### Routed clock nets over the placement, run 1

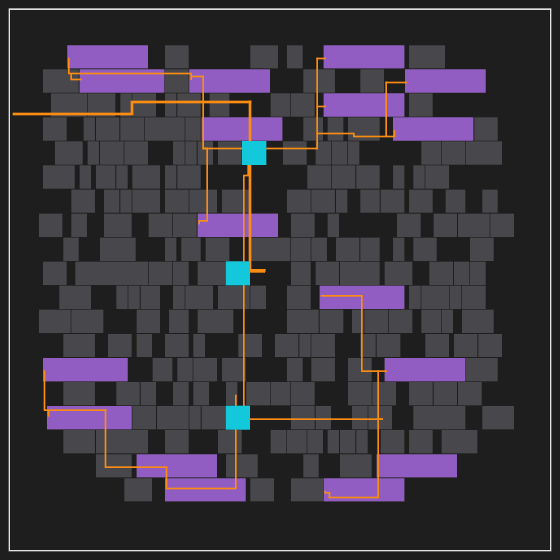
### Met1 routing, run 1

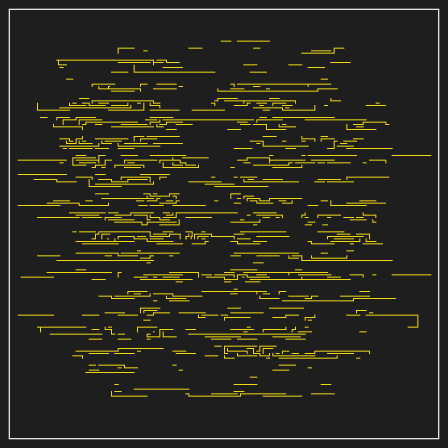
### Cells colored by class, run 1

Fill, decap, tap and diode cells in gray.
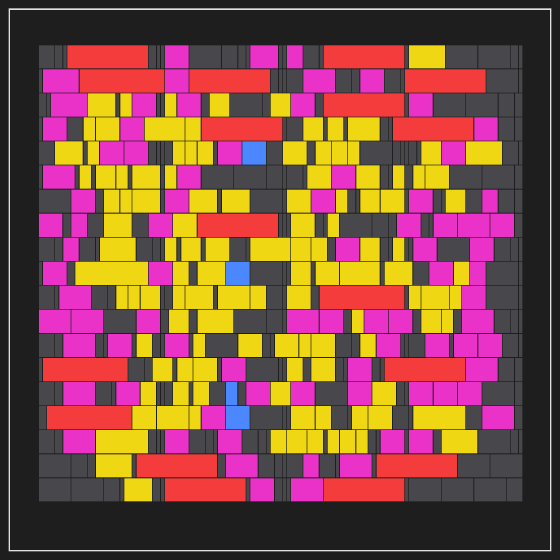
==> config.mk <==
export PLATFORM = sky130hd
export DESIGN_NAME = bsg_scheduler_resource_tracker_flat
export DESIGN_NICKNAME = d
export VERILOG_FILES = /design/src/rtl/bsg_scheduler_resource_tracker_pkg.sv /design/src/rtl/bsg_scheduler_resource_tracker_if.sv /design/src/rtl/bsg_scheduler_resource_tracker_bank.sv /design/src/rtl/bsg_scheduler_resource_tracker.sv /design/src/flat_wrapper.sv
export SDC_FILE = /design/constraint.sdc
export NUM_CORES = 1
export LEC_CHECK = 0
export ABC_CLOCK_PERIOD_IN_PS = 1600
export CAP_MARGIN = 10
export CORE_MARGIN = 3
export CORE_UTILIZATION = 40
export DETAILED_ROUTE_END_ITERATION = 8
export GPL_ROUTABILITY_DRIVEN = 0
export PLACE_DENSITY = 0.69
export SYNTH_ARGS = -nofsm -noshare
export SYNTH_HDL_FRONTEND = slang
export SYNTH_SLANG_ARGS = --single-unit
==> constraint.sdc <==
create_clock -name clk_i -period 1.6 [get_ports clk_i]
set_input_delay 0.32 -clock clk_i [delete_from_list [all_inputs] [get_ports clk_i]]
set_output_delay 0.32 -clock clk_i [all_outputs]
set_load 0.02 [all_outputs]
==> src/rtl/bsg_scheduler_resource_tracker_pkg.sv <==
// Shared types for the resource tracker: per-slot state encoding and a width helper.
package bsg_scheduler_resource_tracker_pkg;

  typedef enum logic [1:0] {
    SLOT_FREE    = 2'b00,
    SLOT_PENDING = 2'b01,
    SLOT_READY   = 2'b10
  } slot_state_e;

  // Index width that never collapses to zero for single-slot banks.
  function automatic int safe_clog2(input int n);
    return (n <= 1) ? 1 : $clog2(n);
  endfunction

endpackage

==> src/rtl/bsg_scheduler_resource_tracker_if.sv <==
// Producer/scheduler-facing bundle of the resource tracker; the slave modport is the tracker side.
interface bsg_scheduler_resource_tracker_if #(
  parameter int resources_p    = 2,
  parameter int max_dep_bits_p = 4,
  parameter int refcnt_width_p = 4,
  localparam int dep_width_lp  = bsg_scheduler_resource_tracker_pkg::safe_clog2(max_dep_bits_p)
);

  logic [resources_p-1:0]                     alloc_v_i;
  logic [resources_p-1:0][refcnt_width_p-1:0] alloc_refs_i;
  logic [resources_p-1:0]                     alloc_yumi_o;
  logic [resources_p-1:0][dep_width_lp-1:0]   alloc_idx_o;
  logic [resources_p-1:0]                     done_v_i;
  logic [resources_p-1:0][dep_width_lp-1:0]   done_idx_i;
  logic                                       release_v_i;
  logic [resources_p-1:0]                     release_mask_i;
  logic [resources_p-1:0][dep_width_lp-1:0]   release_idx_i;
  logic [resources_p-1:0][max_dep_bits_p-1:0] res_avail_o;
  logic [resources_p-1:0]                     empty_o;
  logic                                       err_o;

  modport master (
    output alloc_v_i, alloc_refs_i, done_v_i, done_idx_i,
           release_v_i, release_mask_i, release_idx_i,
    input  alloc_yumi_o, alloc_idx_o, res_avail_o, empty_o, err_o
  );

  modport slave (
    input  alloc_v_i, alloc_refs_i, done_v_i, done_idx_i,
           release_v_i, release_mask_i, release_idx_i,
    output alloc_yumi_o, alloc_idx_o, res_avail_o, empty_o, err_o
  );

endinterface

==> src/rtl/bsg_scheduler_resource_tracker_bank.sv <==
// One resource's slot array: lowest-free allocation, completion, release and per-bank error.
// Optional per-slot consumer counts under BSG_SCHEDULER_RESOURCE_TRACKER_REFCNT_EN.
module bsg_scheduler_resource_tracker_bank
  import bsg_scheduler_resource_tracker_pkg::*;
#(
  parameter int max_dep_bits_p = 4,
  parameter int refcnt_width_p = 4,
  localparam int dep_width_lp  = safe_clog2(max_dep_bits_p)
) (
  input  logic                      clk_i,
  input  logic                      reset_n_i,
  input  logic                      alloc_v,
  input  logic [refcnt_width_p-1:0] alloc_refs,
  output logic                      alloc_yumi,
  output logic [dep_width_lp-1:0]   alloc_idx,
  input  logic                      done_v,
  input  logic [dep_width_lp-1:0]   done_idx,
  input  logic                      release_v,
  input  logic [dep_width_lp-1:0]   release_idx,
  output logic [max_dep_bits_p-1:0] avail,
  output logic                      empty,
  output logic                      err
);

  slot_state_e slot_q [max_dep_bits_p];
  slot_state_e slot_d [max_dep_bits_p];

  logic [max_dep_bits_p-1:0] free_vec;
  logic                      bad_state;
  logic                      done_legal;
  logic                      release_legal;
  logic                      release_last;

`ifdef BSG_SCHEDULER_RESOURCE_TRACKER_REFCNT_EN
  logic [refcnt_width_p-1:0] cnt_q [max_dep_bits_p];
  logic [refcnt_width_p-1:0] cnt_d [max_dep_bits_p];
`else
  logic unused_refs;
  assign unused_refs = ^alloc_refs;
`endif

  // NOTE: every combinational output gets a default before any conditional update, so no latch is inferred.
  always_comb begin
    free_vec  = '0;
    avail     = '0;
    bad_state = 1'b0;
    for (int i = 0; i < max_dep_bits_p; i++) begin
      free_vec[i] = (slot_q[i] == SLOT_FREE);
      avail[i]    = (slot_q[i] == SLOT_READY);
      bad_state   = bad_state | !(slot_q[i] inside {SLOT_FREE, SLOT_PENDING, SLOT_READY});
    end
  end

  assign empty      = &free_vec;
  assign alloc_yumi = alloc_v & (|free_vec);

  // Descending scan so the lowest free slot is the last (winning) assignment.
  always_comb begin
    alloc_idx = '0;
    for (int i = max_dep_bits_p - 1; i >= 0; i--) begin
      if (free_vec[i]) alloc_idx = dep_width_lp'(i);
    end
  end

  // Out-of-range indices match no slot and therefore read as illegal.
  always_comb begin
    done_legal    = 1'b0;
    release_legal = 1'b0;
    release_last  = 1'b1;
    for (int i = 0; i < max_dep_bits_p; i++) begin
      if (done_idx == dep_width_lp'(i))
        done_legal = done_v && (slot_q[i] == SLOT_PENDING);
      if (release_idx == dep_width_lp'(i)) begin
        release_legal = release_v && (slot_q[i] == SLOT_READY);
`ifdef BSG_SCHEDULER_RESOURCE_TRACKER_REFCNT_EN
        release_last  = (cnt_q[i] == refcnt_width_p'(1));
`endif
      end
    end
  end

  assign err = (done_v & ~done_legal) | (release_v & ~release_legal) | bad_state;

  // Legal done/release only target non-free slots, so they never collide with the alloc slot.
  always_comb begin
    slot_d = slot_q;
`ifdef BSG_SCHEDULER_RESOURCE_TRACKER_REFCNT_EN
    cnt_d  = cnt_q;
`endif
    for (int i = 0; i < max_dep_bits_p; i++) begin
      if (alloc_yumi && alloc_idx == dep_width_lp'(i)) begin
        slot_d[i] = SLOT_PENDING;
`ifdef BSG_SCHEDULER_RESOURCE_TRACKER_REFCNT_EN
        cnt_d[i]  = (alloc_refs == '0) ? refcnt_width_p'(1) : alloc_refs;
`endif
      end
      if (done_legal && done_idx == dep_width_lp'(i))
        slot_d[i] = SLOT_READY;
      if (release_legal && release_idx == dep_width_lp'(i)) begin
        if (release_last) slot_d[i] = SLOT_FREE;
`ifdef BSG_SCHEDULER_RESOURCE_TRACKER_REFCNT_EN
        cnt_d[i] = cnt_q[i] - refcnt_width_p'(1);
`endif
      end
    end
  end

  // NOTE: the slot array is reset, not left uninitialised, because "all FREE" must be observable straight out of reset.
  always_ff @(posedge clk_i or negedge reset_n_i) begin
    if (!reset_n_i) begin
      for (int i = 0; i < max_dep_bits_p; i++) slot_q[i] <= SLOT_FREE;
    end else begin
      // NOTE: non-blocking so every slot updates from the same pre-edge view of the array.
      slot_q <= slot_d;
    end
  end

`ifdef BSG_SCHEDULER_RESOURCE_TRACKER_REFCNT_EN
  always_ff @(posedge clk_i or negedge reset_n_i) begin
    if (!reset_n_i) begin
      for (int i = 0; i < max_dep_bits_p; i++) cnt_q[i] <= '0;
    end else begin
      cnt_q <= cnt_d;
    end
  end
`endif

endmodule

==> src/rtl/bsg_scheduler_resource_tracker.sv <==
// Producer-side tracker: per-resource slot banks feeding the scheduler's readiness bitmaps.
// Consumer reference counting is enabled by defining BSG_SCHEDULER_RESOURCE_TRACKER_REFCNT_EN.
module bsg_scheduler_resource_tracker
  import bsg_scheduler_resource_tracker_pkg::*;
#(
  parameter int resources_p    = 2,
  parameter int max_dep_bits_p = 4,
  parameter int refcnt_width_p = 4,
  localparam int dep_width_lp  = safe_clog2(max_dep_bits_p)
) (
  input logic                        clk_i,
  input logic                        reset_n_i,
  bsg_scheduler_resource_tracker_if.slave bus
);

  logic [resources_p-1:0]                     yumi;
  logic [resources_p-1:0][dep_width_lp-1:0]   idx;
  logic [resources_p-1:0][max_dep_bits_p-1:0] avail;
  logic [resources_p-1:0]                     empty;
  logic [resources_p-1:0]                     bank_err;
  logic                                       err_q;

  for (genvar r = 0; r < resources_p; r++) begin : g_bank
    bsg_scheduler_resource_tracker_bank #(
      .max_dep_bits_p(max_dep_bits_p),
      .refcnt_width_p(refcnt_width_p)
    ) bank (
      .clk_i      (clk_i),
      .reset_n_i  (reset_n_i),
      .alloc_v    (bus.alloc_v_i[r]),
      .alloc_refs (bus.alloc_refs_i[r]),
      .alloc_yumi (yumi[r]),
      .alloc_idx  (idx[r]),
      .done_v     (bus.done_v_i[r]),
      .done_idx   (bus.done_idx_i[r]),
      .release_v  (bus.release_v_i & bus.release_mask_i[r]),
      .release_idx(bus.release_idx_i[r]),
      .avail      (avail[r]),
      .empty      (empty[r]),
      .err        (bank_err[r])
    );
  end

  // Sticky until reset: any bank's protocol violation latches here.
  always_ff @(posedge clk_i or negedge reset_n_i) begin
    if (!reset_n_i) err_q <= 1'b0;
    else            err_q <= err_q | (|bank_err);
  end

  assign bus.alloc_yumi_o = yumi;
  assign bus.alloc_idx_o  = idx;
  assign bus.res_avail_o  = avail;
  assign bus.empty_o      = empty;
  assign bus.err_o        = err_q;

endmodule

==> src/flat_wrapper.sv <==
// flat-port wrapper written by rule: the top's interface ports become plain ports
module bsg_scheduler_resource_tracker_flat import bsg_scheduler_resource_tracker_pkg::*;
#(
  parameter int resources_p    = 2,
  parameter int max_dep_bits_p = 4,
  parameter int refcnt_width_p = 4,
  localparam int dep_width_lp  = safe_clog2(max_dep_bits_p)
)
  (clk_i, reset_n_i, bus_alloc_v_i, bus_alloc_refs_i, bus_done_v_i, bus_done_idx_i, bus_release_v_i, bus_release_mask_i, bus_release_idx_i, bus_alloc_yumi_o, bus_alloc_idx_o, bus_res_avail_o, bus_empty_o, bus_err_o);
  bsg_scheduler_resource_tracker_if #(.resources_p(resources_p), .max_dep_bits_p(max_dep_bits_p), .refcnt_width_p(refcnt_width_p)) bus_i ();
  input logic clk_i;
  input logic reset_n_i;
  input wire logic [$bits(bus_i.alloc_v_i)-1:0] bus_alloc_v_i;
  input wire logic [$bits(bus_i.alloc_refs_i)-1:0] bus_alloc_refs_i;
  input wire logic [$bits(bus_i.done_v_i)-1:0] bus_done_v_i;
  input wire logic [$bits(bus_i.done_idx_i)-1:0] bus_done_idx_i;
  input wire logic [$bits(bus_i.release_v_i)-1:0] bus_release_v_i;
  input wire logic [$bits(bus_i.release_mask_i)-1:0] bus_release_mask_i;
  input wire logic [$bits(bus_i.release_idx_i)-1:0] bus_release_idx_i;
  output wire logic [$bits(bus_i.alloc_yumi_o)-1:0] bus_alloc_yumi_o;
  output wire logic [$bits(bus_i.alloc_idx_o)-1:0] bus_alloc_idx_o;
  output wire logic [$bits(bus_i.res_avail_o)-1:0] bus_res_avail_o;
  output wire logic [$bits(bus_i.empty_o)-1:0] bus_empty_o;
  output wire logic [$bits(bus_i.err_o)-1:0] bus_err_o;
  assign bus_i.alloc_v_i = bus_alloc_v_i;
  assign bus_i.alloc_refs_i = bus_alloc_refs_i;
  assign bus_i.done_v_i = bus_done_v_i;
  assign bus_i.done_idx_i = bus_done_idx_i;
  assign bus_i.release_v_i = bus_release_v_i;
  assign bus_i.release_mask_i = bus_release_mask_i;
  assign bus_i.release_idx_i = bus_release_idx_i;
  assign bus_alloc_yumi_o = bus_i.alloc_yumi_o;
  assign bus_alloc_idx_o = bus_i.alloc_idx_o;
  assign bus_res_avail_o = bus_i.res_avail_o;
  assign bus_empty_o = bus_i.empty_o;
  assign bus_err_o = bus_i.err_o;
  bsg_scheduler_resource_tracker #(.resources_p(resources_p), .max_dep_bits_p(max_dep_bits_p), .refcnt_width_p(refcnt_width_p)) u_core (.clk_i(clk_i), .reset_n_i(reset_n_i), .bus(bus_i));
endmodule
==> run summary, run 1 <==
Status on the layout run. The flow ran to the end, but the final reports show violations. Async set-or-reset flop fraction in the synthesized netlist landed at 100%. Per the synthesis report, the dominant area consumer among library cells is sky130_fd_sc_hd__dfrtp_1.

Number of hold buffers added after cts landed at 0. Floorplan core area landed at between 0.002 and 0.003 mm^2. Counting the inverters off the clock network in the layout gives 7. Synthesis warning total landed at 0. Summed instance area of the synthesized netlist landed at around 0.0012 mm^2. The critical path in this run is classified as register to output port. Instance tally after logic synthesis landed at 145. Number of clock buffers in the layout landed at 4. The via count of the first global-routing pass was about 1500. In this run the mean area of a mapped cell was between 8 and 9 um^2. Yosys mapped a number of flops with a built-in enable equal to 0.

Registers are responsible for a little over a quarter of the overall power. Clock tree buffer depth landed at 2. Area used by sequential logic in the layout landed at about 430 um^2. Total number of sequential cells landed at 17.

The post-route netlist has roughly 41% of its cells at a drive strength greater than 1. The worst hold path belongs to the class input port to asynchronous set/reset pin. Wire length of the first global-routing pass landed at about 6500 um. The cell sequence reported for the critical path is buf_4 > nor3_4 > nor2_1 > nor2_1 > buf_4. Global routing finished with a remaining overflow of 0.

The final reports fail on setup timing. Tightest slew margin relative to the limit landed at between 70% and 80%. Per the CTS log, the maximum H-tree level is 1. Summing internal, switching and leakage power gives slightly below 3000 uW.

After synthesis, the largest area contributor takes up 35.1% of total cell area. Number of warning messages in the logs landed at 36. In the layout the commonest cells are 57 x sky130_fd_sc_hd__buf_4, 16 x sky130_fd_sc_hd__clkdlybuf4s50_1, 15 x sky130_fd_sc_hd__nor2_1, 13 x sky130_fd_sc_hd__dfrtp_1, 9 x sky130_fd_sc_hd__nor3b_1. After layout the signal buffers, clock cells excluded, come to between 30% and 40% of cell area. Final tally of hold violations landed at 0.

At the end of the flow the core is filled with cells to between 60% and 70%. Share of the synthesized netlist area taken by xor and xnor gates landed at 0%. Number of core rows landed at 19. Maximum vdd drop landed at 0.837 mV. Final routed wire length divided by cell count landed at 15.9 um.

The switching portion of total power comes to 44.5%. For this run, the slowest stage of the critical path takes between 0.4 and 0.5 ns. Share of the clock period used by the worst path after layout landed at 103%.

Slew of the pin with the lowest slew margin landed at between 0.3 and 0.4 ns. The timing report shows that the slowest cell on the worst path is sky130_fd_sc_hd__dfrtp_1. The cell sitting at the root of the clock tree is a sky130_fd_sc_hd__clkbuf_4. Multi-input logic cell count landed at ~110. 0 antenna diodes ended up in the layout. In this run, the number of DRC markers left after iteration 0 of detailed routing was 97. The timing report attributes the biggest portion of critical-path delay to flip-flops.

Fraction of area in clock buffers and inverters landed at under 10%. Setup TNS landed at -0.117 ns. The switching component of the power was reported as 1310 uW. Number of antenna violations at the first check in global routing landed at 0.

The filler cells instantiated in the layout total around 250. Detailed-route via count landed at roughly 1500. The synthesized netlist devotes 0% of its cell area to adder and majority cells.

Per the synth stats, the flop cell with the highest instance count is sky130_fd_sc_hd__dfrtp_1. On the critical path the data arrives at about 1.3 ns. Number of well-tap cells placed landed at 31.

Total global-route track usage over all layers is between 20% and 30%. The critical path in the final layout is reported with a setup slack of -0.0532 ns. Width of the die landed at 61.1 um. Half-perimeter wire length of the detailed placement result landed at about 3000 um. Clock skew landed at roughly 0.0058 ns. The final report lists the setup-violating endpoint count as 3. After synthesis, flip-flops and latches occupy between 30% and 40% of the total area. Area fraction in compound gates landed at between 20% and 30%.

For reference, the final report shows the max-slew violation count at 0. TritonCTS built the clock tree. Looking at the area split, the leading class of cells is combinational gates. Minimum setup slack after placement landed at -0.350 ns. The worst path in the final design needs a cycle of 1.65 ns, including I/O delays and setup. Count of buffers not belonging to the clock network in the layout landed at between 80 and 90. Using the TritonRoute via totals, the vias-per-cell ratio works out to approximately 5.8. Along the critical path, the tally of buffer and inverter instances is 2. Post-synthesis to final-layout area growth landed at 58.6%. Per the timing report, the biggest fanout along the worst path comes to 3. Count of unique library cells instantiated by Yosys landed at between 40 and 50.

Yosys chip area landed at 0.00121 mm^2. According to the report, the first pass of detailed routing completed in 4 iterations. Post-layout instance count excluding filler cells landed at 250. The synthesis stats list as the most numerous cell sky130_fd_sc_hd__nor2_1. From bottom edge to top edge, the die measures a little over 60 um. Counting instances in the post-synthesis netlist gives the leading cell types as 24 x sky130_fd_sc_hd__nor2_1, 17 x sky130_fd_sc_hd__dfrtp_1, 9 x sky130_fd_sc_hd__nor3b_1. Basic-gate share of the synthesized area counting and, or, nand and nor cells landed at 30.5%. Among the non-sequential cells, simple AND/OR/NAND/NOR gates take the most area. Placed cell area landed at roughly 0.0018 mm^2.
Back to the opening pictures, 'Routed clock nets over the placement':
Orange marks clock wires, length 264 um. Purple marks flip-flops, count 17. Cyan marks cells driving clock nets, count 3.
Position of the flops: widely spread. There are 4 routed clock nets.

Back to the opening pictures, 'Met1 routing':
213 nets have wire on it. The longest straight run is 16.6 um. The layer holds 38% of the routed length. The wires run mostly horizontal. The layer carries 1510 um of wire.

Back to the opening pictures, 'Cells colored by class':
Magenta marks other buffers and delay cells, cells 82. Yellow marks all other logic, cells 116. Red marks flip-flops, cells 17. Blue marks clock drivers and dummy loads, cells 4.

-- run 1: timing repair --
item,CTS,global route
gates resized,78,26
hold endpoints to repair,0,0
endpoints found under the setup margin,18,15
setup buffers,2,3
pin swaps,5,12
-- run 1: flip-flops by register name, indices dropped and copies added, names as in the netlist --
register / flops
u_core.g_bank.bank.slot_q: 16
u_core.bus.err_o: 1
-- run 1: power by group through the flow --
stage | Combinational (uW) | Clock (uW) | Sequential [uW]
final | 1910 | 239 | 806
after global routing | 2080 | 265 | 825
after CTS | 1820 | 249 | 747
after detailed placement | 1860 | 0 | 715
after global placement | 1810 | 0 | 711
after floorplan | 924 | 0 | 768
-- run 1: worst register-to-register path: stages (launching register included) --
cell and delay (ns):
sky130_fd_sc_hd__dfrtp_1 0.42, sky130_fd_sc_hd__buf_4 0.15, sky130_fd_sc_hd__buf_4 0.14, sky130_fd_sc_hd__a222oi_1 0.30
sky130_fd_sc_hd__nand3_1 0.13, sky130_fd_sc_hd__a211oi_2 0.16, sky130_fd_sc_hd__o2111ai_1 0.13
-- run 1: worst paths after layout --
path	from	endpoint	cells after the start
min reg2reg	u_core.g_bank[0].bank.slot_q[5]	u_core.g_bank[0].bank.slot_q[5]	2
max	u_core.g_bank[1].bank.slot_q[0]	bus_alloc_idx_o[2]	5
max in group asynchronous	reset_n_i	u_core.g_bank[0].bank.slot_q[5]	2
min	reset_n_i	u_core.g_bank[1].bank.slot_q[0]	2
max reg2reg	u_core.g_bank[1].bank.slot_q[0]	u_core.bus.err_o	6
min in group clk_i	u_core.g_bank[0].bank.slot_q[5]	u_core.g_bank[0].bank.slot_q[5]	2
-- run 1: metal layers --
layer,vias up,track usage [%],wire length (um)
met1,690,26.2,1510
met2,68,43.8,2140
met5,-,0,0
met4,0,8.67,90
met3,13,2.52,238
li1,686,-,-
==> inputs of run 2 (changes only) <==
--- a/config.mk
+++ b/config.mk
@@ -5,13 +5,13 @@
 export SDC_FILE = /design/constraint.sdc
 export NUM_CORES = 1
 export LEC_CHECK = 0
-export ABC_CLOCK_PERIOD_IN_PS = 1600
+export ABC_CLOCK_PERIOD_IN_PS = 1500
 export CAP_MARGIN = 10
 export CORE_MARGIN = 3
 export CORE_UTILIZATION = 40
 export DETAILED_ROUTE_END_ITERATION = 8
 export GPL_ROUTABILITY_DRIVEN = 0
-export PLACE_DENSITY = 0.69
+export PLACE_DENSITY = 0.72
 export SYNTH_ARGS = -nofsm -noshare
 export SYNTH_HDL_FRONTEND = slang
 export SYNTH_SLANG_ARGS = --single-unit
==> constraint.sdc (replaced) <==
create_clock -name clk_i -period 1.5 [get_ports clk_i]
set_input_delay 0.3 -clock clk_i [delete_from_list [all_inputs] [get_ports clk_i]]
set_output_delay 0.3 -clock clk_i [all_outputs]
set_load 0.02 [all_outputs]
==> run 2 against run 1 <==
The run still ends with setup timing left. Non-clock buffer count is 3 higher. Synthesized cell count unchanged. Critical path depth increased by 1.
==> run summary, run 2 <==
Status on the layout run. The flow ran to the end, but the final reports show violations. The final reports fail on setup timing. The tightest slew margin relative to the limit is 78.0% (-0.49 points). The average cell area after synthesis is 8.36 um^2 (unchanged). Of the available clock period, the critical path in the final layout requires 110%. Share of the synthesized area in the top cell type landed at 35.1% (unchanged).

The slew of the pin with the lowest slew margin was 0.329 ns (+0.0108 ns). The top cell types in the final layout, fill and taps aside, are 50 x sky130_fd_sc_hd__buf_4, 17 x sky130_fd_sc_hd__buf_6, 16 x sky130_fd_sc_hd__clkdlybuf4s50_1, 12 x sky130_fd_sc_hd__dfrtp_1, 11 x sky130_fd_sc_hd__nor2_1. Power of the clock network landed at 256 uW (+7%). Total chip power landed at 3410 uW (+15%). The post-layout instance count excluding filler cells came to 253 (+1.2%).

Yosys chip area landed at 0.00121 mm^2 (unchanged). The largest total area in the synthesized netlist belongs to sky130_fd_sc_hd__dfrtp_1. Combinational cell power landed at 2270 uW (+19%). TritonCTS built the clock tree.

Note that the worst hold path type here is input port to asynchronous set/reset pin. Number of buffers added for setup after CTS landed at 1 (-1). The number of iterations in the first detailed-routing pass came to 4 (unchanged). Setup TNS landed at -0.545 ns (-0.428 ns).

Wire length of the first global-routing pass landed at 6120 um (-6.3%). The number of fillers in the final layout was 233 (-6.0%). Minimum setup slack after placement landed at -0.419 ns (-0.0684 ns). Net switching power landed at 1470 uW (+12%). Final routed wire length divided by cell count landed at 15.2 um (-4.3%). u_core.g_bank.bank.slot_q holds more flip-flops than any other register. Final setup violation count landed at 9 (+6).

The via count of the first global-routing pass was 1387 (-6.2%). The all-layer global routing usage came to 21.9% (-1.2 points). Smallest setup slack after layout landed at -0.149 ns (-0.0961 ns). Detailed-route via count landed at 1443 (-0.96%). The data arrival time at the worst-slack endpoint is 1.82 ns (+0.49 ns).

Count of unique library cells instantiated by Yosys landed at 42 (unchanged). Height of the die landed at 61.1 um (unchanged). The final antenna diode count was 0 (unchanged). The instance tally after logic synthesis came to 145 (unchanged). Async set-or-reset flop fraction in the synthesized netlist landed at 100% (unchanged). DRC marker count from the first detailed-route iteration landed at 53 (-45%). The clock tree buffer depth came to 2 (unchanged). The most used flip-flop cell after synthesis is sky130_fd_sc_hd__dfrtp_1.

Power attributed to sequential cells landed at 879 uW (+9.1%). The critical-path maximum fanout came to 3 (unchanged). Looking at the group totals, the largest power group turns out to be combinational logic. The commonest cells after synthesis are 24 x sky130_fd_sc_hd__nor2_1, 17 x sky130_fd_sc_hd__dfrtp_1, 9 x sky130_fd_sc_hd__nor3b_1. The number of antenna violations at the first check in global routing was 0 (unchanged). The synthesis warning total came to 0 (unchanged). The area used by sequential logic in the layout is 432 um^2 (+0.29%). The number of core rows came to 19 (unchanged). The number of enable-type register cells in the synthesized netlist came to 0 (unchanged). The critical path is of the register to register type.

The fraction of the yosys area taken by sequential cells came to 35.1% (unchanged). The flip-flop count of the largest register after layout is 16 (unchanged). The summed instance area of the synthesized netlist was 0.00121 mm^2 (unchanged). The tree is rooted in a sky130_fd_sc_hd__clkbuf_4. The width of the die is 61.1 um (unchanged). Count of final max-slew check failures landed at 0 (unchanged). Share of post-route cells with drive strength above 1 landed at 45.5% (+4.4 points).

Post-synthesis to final-layout area growth landed at 68.6%. sky130_fd_sc_hd__nor2_1 is the most common cell in the netlist. Number of warning messages in the logs landed at 36 (unchanged). The part of the power in registers was 25.8% (-1.5 points). Number of hold buffers added after cts landed at 0 (unchanged). Maximum vdd drop landed at 0.837 mV (-0.11%).
## run 2: layout make-up
class                   count  area share (%)
flip-flops and latches     17            21.1
clock buffers               4            1.29
inverters                   7            1.29
repair buffers             85            36.2
multi-input cells         109            38.2
well taps                  31            1.90
## run 2: path summary, 6_finish.rpt
path / slack, ns / start / end / cells past startpoint
min in group clk_i: 0.62 / u_core.bus.err_o / u_core.bus.err_o / 3
max in group asynchronous: 0.97 / reset_n_i / u_core.g_bank[0].bank.slot_q[7] / 2
hold / removal: 0.32 / reset_n_i / u_core.g_bank[1].bank.slot_q[3] / 2
setup reg to reg: -0.15 / u_core.g_bank[1].bank.slot_q[0] / u_core.bus.err_o / 6
setup / recovery: -0.15 / u_core.g_bank[1].bank.slot_q[0] / u_core.bus.err_o / 6
hold reg to reg: 0.62 / u_core.bus.err_o / u_core.bus.err_o / 3
## run 2: worst max-delay path, stage by stage (launching register included)
cell and delay, ns:
sky130_fd_sc_hd__dfrtp_2 0.47, sky130_fd_sc_hd__buf_6 0.14, sky130_fd_sc_hd__buf_6 0.11, sky130_fd_sc_hd__a222oi_1 0.33, sky130_fd_sc_hd__nand3_1 0.13, sky130_fd_sc_hd__a211oi_2 0.21
sky130_fd_sc_hd__o2111ai_1 0.12
## run 2: cell families (layout without fill, tap and decap cells)
logic type / after synthesis / in the layout / share of synthesized area [%]
AOI/OAI and AO/OA: 39 / 39 / 23.1
and+or+nand+nor: 69 / 69 / 30.5
buffers and inverters: 19 / 96 / 9.39
muxes: 1 / 1 / 1.86
DFF: 17 / 17 / 35.1
## run 2: layer usage
metal	vias to the layer above	wire [um]	GRT usage [%]
li1	692	-	-
met4	0	130	7.43
met2	54	2100	41.8
met1	683	1420	24.5
met5	-	0	0
met3	14	192	3.14
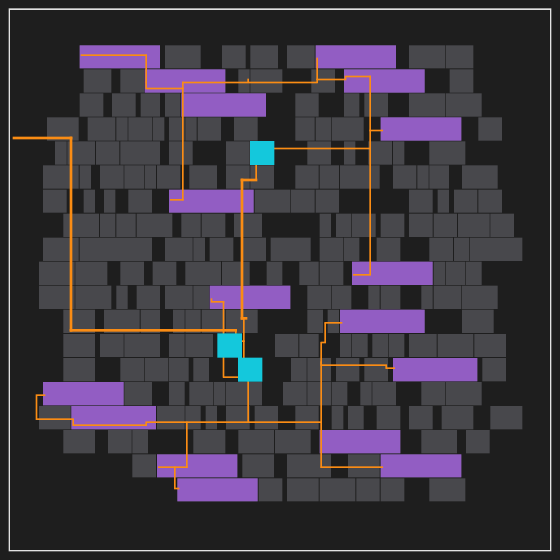
*Routed clock nets over the placement, run 2*
Orange marks clock wires, length 269 um. Cyan marks cells driving clock nets, count 3. Purple marks flip-flops, count 17.
There are 4 routed clock nets.

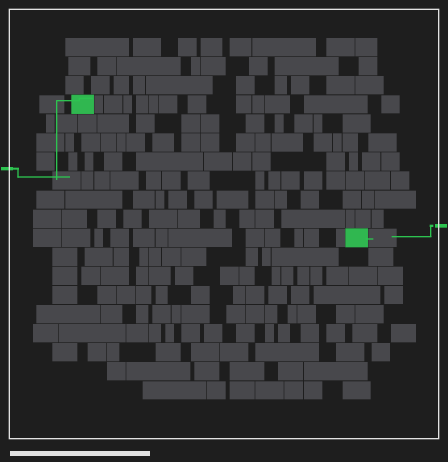
*Nets reached from selected ports, run 2*
Bar = 20 um.
Green marks `bus_empty_o`, bits 2, direction output, edge 1 left, 1 right, end cells 2, buffers 2, wire 34.1 um.

No activity file was given, so power comes from the tool's default toggle rates.
